===== config.mk =====
export PLATFORM = sky130hd
export DESIGN_NAME = tanh_scheduler
export DESIGN_NICKNAME = d
export VERILOG_FILES = /design/src/rtl/tanh_scheduler.sv
export SDC_FILE = /design/constraint.sdc
export NUM_CORES = 1
export LEC_CHECK = 0
export CAP_MARGIN = 25
export CORE_UTILIZATION = 43
export DETAILED_ROUTE_END_ITERATION = 6
export PLACE_DENSITY = 0.85
export SYNTH_ARGS = -nofsm -noshare
export SYNTH_HDL_FRONTEND = slang
export SYNTH_SLANG_ARGS = --single-unit

===== constraint.sdc =====
create_clock -name clk -period 8.56 [get_ports clk]
set_input_delay 2.14 -clock clk [delete_from_list [all_inputs] [get_ports clk]]
set_output_delay 2.14 -clock clk [all_outputs]
set_load 0.01 [all_outputs]

===== src/rtl/tanh_scheduler.sv =====
// tanh_scheduler: round-robin sharing of one tanh unit among N requesters,
// sequencing the unit's wa/en/comp handshake with a watchdog force-reset.
module tanh_scheduler #(
  parameter int N           = 4,
  parameter int W           = 32,
  parameter int TIMEOUT     = 64,
  parameter int RECOVER_CYC = 2
) (
  input  logic           clk,
  input  logic           rst,
  input  logic [N-1:0]   req,
  input  logic [N*W-1:0] x_in,
  output logic [N-1:0]   done,
  output logic [W-1:0]   y_out,
  output logic [N-1:0]   err,
  output logic           busy,
  output logic [W-1:0]   t_x,
  output logic           t_wa,
  output logic           t_comp,
  output logic           t_locked,
  input  logic           t_en,
  input  logic [W-1:0]   t_y
);
  localparam int SW  = (N > 2) ? $clog2(N) : 1;
  localparam int WDW = $clog2(TIMEOUT + 1);
  localparam int RCW = $clog2(RECOVER_CYC + 1);

  typedef logic [SW:0]    ext_t;
  typedef logic [SW-1:0]  sel_t;
  typedef logic [WDW-1:0] wd_t;
  typedef logic [RCW-1:0] rc_t;

  localparam ext_t NV      = ext_t'(N);
  localparam wd_t  WD_MAX  = wd_t'(TIMEOUT);
  localparam rc_t  RC_LAST = rc_t'(RECOVER_CYC - 1);
  localparam rc_t  RC_END  = rc_t'(RECOVER_CYC);

  typedef enum logic [2:0] {
    S_IDLE,
    S_GRANT,
    S_LAUNCH,
    S_WAIT,
    S_ACK,
    S_RECOVER
  } state_t;

  state_t         state_q;
  sel_t           ptr_q;
  sel_t           sel_q;
  logic [W-1:0]   t_x_q;
  logic [W-1:0]   y_q;
  logic [N-1:0]   done_q;
  logic [N-1:0]   err_q;
  logic           busy_q;
  logic           wa_q;
  logic           comp_q;
  logic           lock_q;
  logic [1:0]     en_cnt_q;
  logic [1:0]     en_cnt_d;
  wd_t            wd_q;
  wd_t            wd_d;
  rc_t            rc_q;

  logic [2*N-1:0] req2;
  logic [N-1:0]   rot;
  logic [N-1:0]   sel_oh;
  ext_t           off;
  ext_t           sum;
  ext_t           sum2;
  logic           found;
  sel_t           pick;
  sel_t           pick_nx;
  logic [W-1:0]   xs [N];

  for (genvar g = 0; g < N; g++) begin : g_x
    assign xs[g] = x_in[g*W +: W];
  end

  // Rotate so the pointer lane sits at bit 0; lowest set bit wins.
  assign req2   = {req, req};
  assign rot    = N'(req2 >> ptr_q);
  assign sel_oh = N'(1) << sel_q;

  always_comb begin
    found = 1'b0;
    off   = '0;
    for (int i = N-1; i >= 0; i--) begin
      if (rot[i]) begin
        found = 1'b1;
        off   = ext_t'(i);
      end
    end
    sum = ext_t'(ptr_q) + off;
    if (sum >= NV) sum = sum - NV;
    pick    = sel_t'(sum);
    sum2    = ext_t'(pick) + ext_t'(1);
    pick_nx = (sum2 == NV) ? '0 : sel_t'(sum2);
  end

  // The unit raises en a cycle before a negative result is final.
  always_comb begin
    en_cnt_d = 2'd0;
    if (t_en) en_cnt_d = (en_cnt_q == 2'd2) ? 2'd2 : en_cnt_q + 2'd1;
    wd_d = wd_q + wd_t'(1);
  end

  always_ff @(posedge clk) begin
    if (rst) begin
      state_q  <= S_IDLE;
      ptr_q    <= '0;
      sel_q    <= '0;
      t_x_q    <= '0;
      y_q      <= '0;
      done_q   <= '0;
      err_q    <= '0;
      busy_q   <= 1'b0;
      wa_q     <= 1'b1;
      comp_q   <= 1'b0;
      lock_q   <= 1'b1;
      en_cnt_q <= '0;
      wd_q     <= '0;
      rc_q     <= '0;
    end else begin
      done_q <= '0;
      err_q  <= '0;
      wa_q   <= 1'b1;
      comp_q <= 1'b0;
      lock_q <= 1'b0;
      unique case (state_q)
        S_IDLE: begin
          if (|req) begin
            state_q <= S_GRANT;
            busy_q  <= 1'b1;
          end
        end
        S_GRANT: begin
          if (found) begin
            sel_q   <= pick;
            t_x_q   <= xs[pick];
            ptr_q   <= pick_nx;
            wa_q    <= 1'b0;
            state_q <= S_LAUNCH;
          end else begin
            busy_q  <= 1'b0;
            state_q <= S_IDLE;
          end
        end
        S_LAUNCH: begin
          wd_q     <= '0;
          en_cnt_q <= '0;
          state_q  <= S_WAIT;
        end
        S_WAIT: begin
          en_cnt_q <= en_cnt_d;
          wd_q     <= wd_d;
          if (en_cnt_d == 2'd2) begin
            y_q     <= t_y;
            done_q  <= sel_oh;
            comp_q  <= 1'b1;
            state_q <= S_ACK;
          end else if (wd_d == WD_MAX) begin
            lock_q  <= 1'b1;
            rc_q    <= '0;
            state_q <= S_RECOVER;
          end
        end
        S_ACK: begin
          busy_q  <= 1'b0;
          state_q <= S_IDLE;
        end
        S_RECOVER: begin
          rc_q <= rc_q + rc_t'(1);
          if (rc_q == RC_END) begin
            busy_q  <= 1'b0;
            state_q <= S_IDLE;
          end else if (rc_q == RC_LAST) begin
            err_q <= sel_oh;
          end else begin
            lock_q <= 1'b1;
          end
        end
        default: begin
          busy_q  <= 1'b0;
          state_q <= S_IDLE;
        end
      endcase
    end
  end

  assign done     = done_q;
  assign y_out    = y_q;
  assign err      = err_q;
  assign busy     = busy_q;
  assign t_x      = t_x_q;
  assign t_wa     = wa_q;
  assign t_comp   = comp_q;
  assign t_locked = lock_q;
endmodule


Fig. 1: met1 routing
Scale: 4 px per um. Supply wires on this layer in gray.
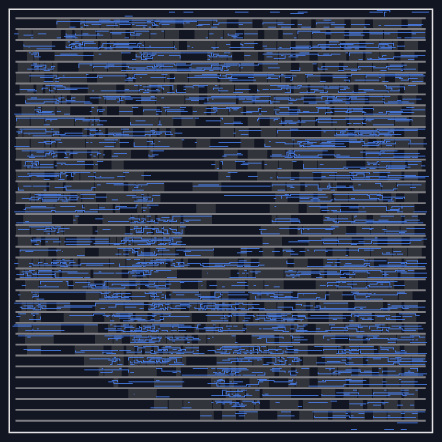
share of all routed wire = 39%
longest straight run = 28.1 um
main direction = horizontal
nets with wire on the layer = 831
met1 global-route usage: 0.307
Total Wirelength: 15500 um
total number of vias: 4867

Fig. 2: the metal 2 layer
Scale: 4 px per um.
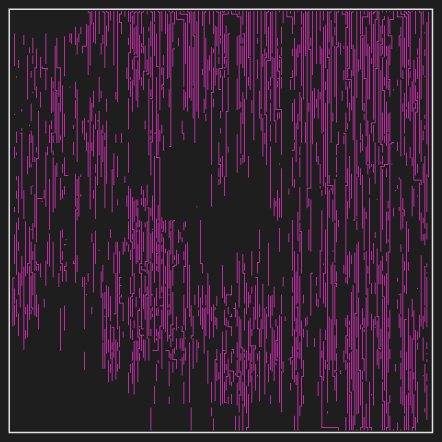
longest straight run = 43.5 um
wire length on this layer = 7870 um
main direction = vertical
met2 usage: 0.488

==> results_slide.txt <==
Key Metrics from the Run

Status
  • Run status: finished, final reports clean

Critical path
  • Setup crit start: req[0]
  • CP Class: primary input to register
  • Reg2reg end: t_x[5]$_SDFFE_PP0P_
  • Worst EP required: 8.85 ns
  • CP Launch Type: primary input

Power and ir drop
  • Clock power share: 0.208
  • Sequential Power: 527 uW
  • Switching part of the total: 0.342
  • VDD IR max: 0.156 mV

Logic synthesis
  • Yosys adder share: 0.0163
  • Post-synthesis cell area: roughly 0.0046 mm^2
  • XOR/XNOR Area Share: 0.0150
  • Post-synth cell types: 49

Layout
  • Count of plain and timing-repair buffers: 247
  • Flops: 94
  • Comb area share: 0.347
  • Most frequent cells in the layout: 241 x clkdlybuf4s50_1, 122 x nand2_1, 94 x dfxtp_1, 63 x mux2i_1, 51 x a21oi_1
  • Comb gate area: ~0.0025 mm^2

Timing
  • Final max-slew violation count: 0
  • # setup viols final: 0
  • Worst rel slew slack: 0.268
  • Fin Hold WS: 0.461 ns
  • Fin crit share: 0.590

Floorplanning
  • Fp util: 0.445
  • Io pins: between 200 and 250
  • Die area: 0.0111 mm^2

Min path
  • Hold Path Cell Cnt: 2
  • Hold Crit Class: register to register

CTS
  • TritonCTS clock tree: done
  • Reg clk slew, reported paths: around 0.10 ns
  • CTS H-tree lvls: 3
  • CTS Root Cell: clkbuf_8
  • Longest Clk Path Bufs: 2
  • Post-CTS Setup Inserts: 0
  • Late-Pin Clk Latency: 0.36 ns

Global route
  • Met3 usage: 0.0693
  • GRT busiest layer: met2

Placed design
  • DP Worst Slack: between 3 and 4 ns
  • Placed Cells: around 900
  • Post-DP HPWL: 11800 um
  • Post-placement cell area: 0.00707 mm^2

Flow run
  • Log Warnings: 28

Route
  • Via density per instance: about 5.5
  • Routed wl met2: approximately 7900 um
  • Residual DRC: 0
  • Met1 WL: approximately 6000 um
Power is estimated from default activity; no workload was simulated.
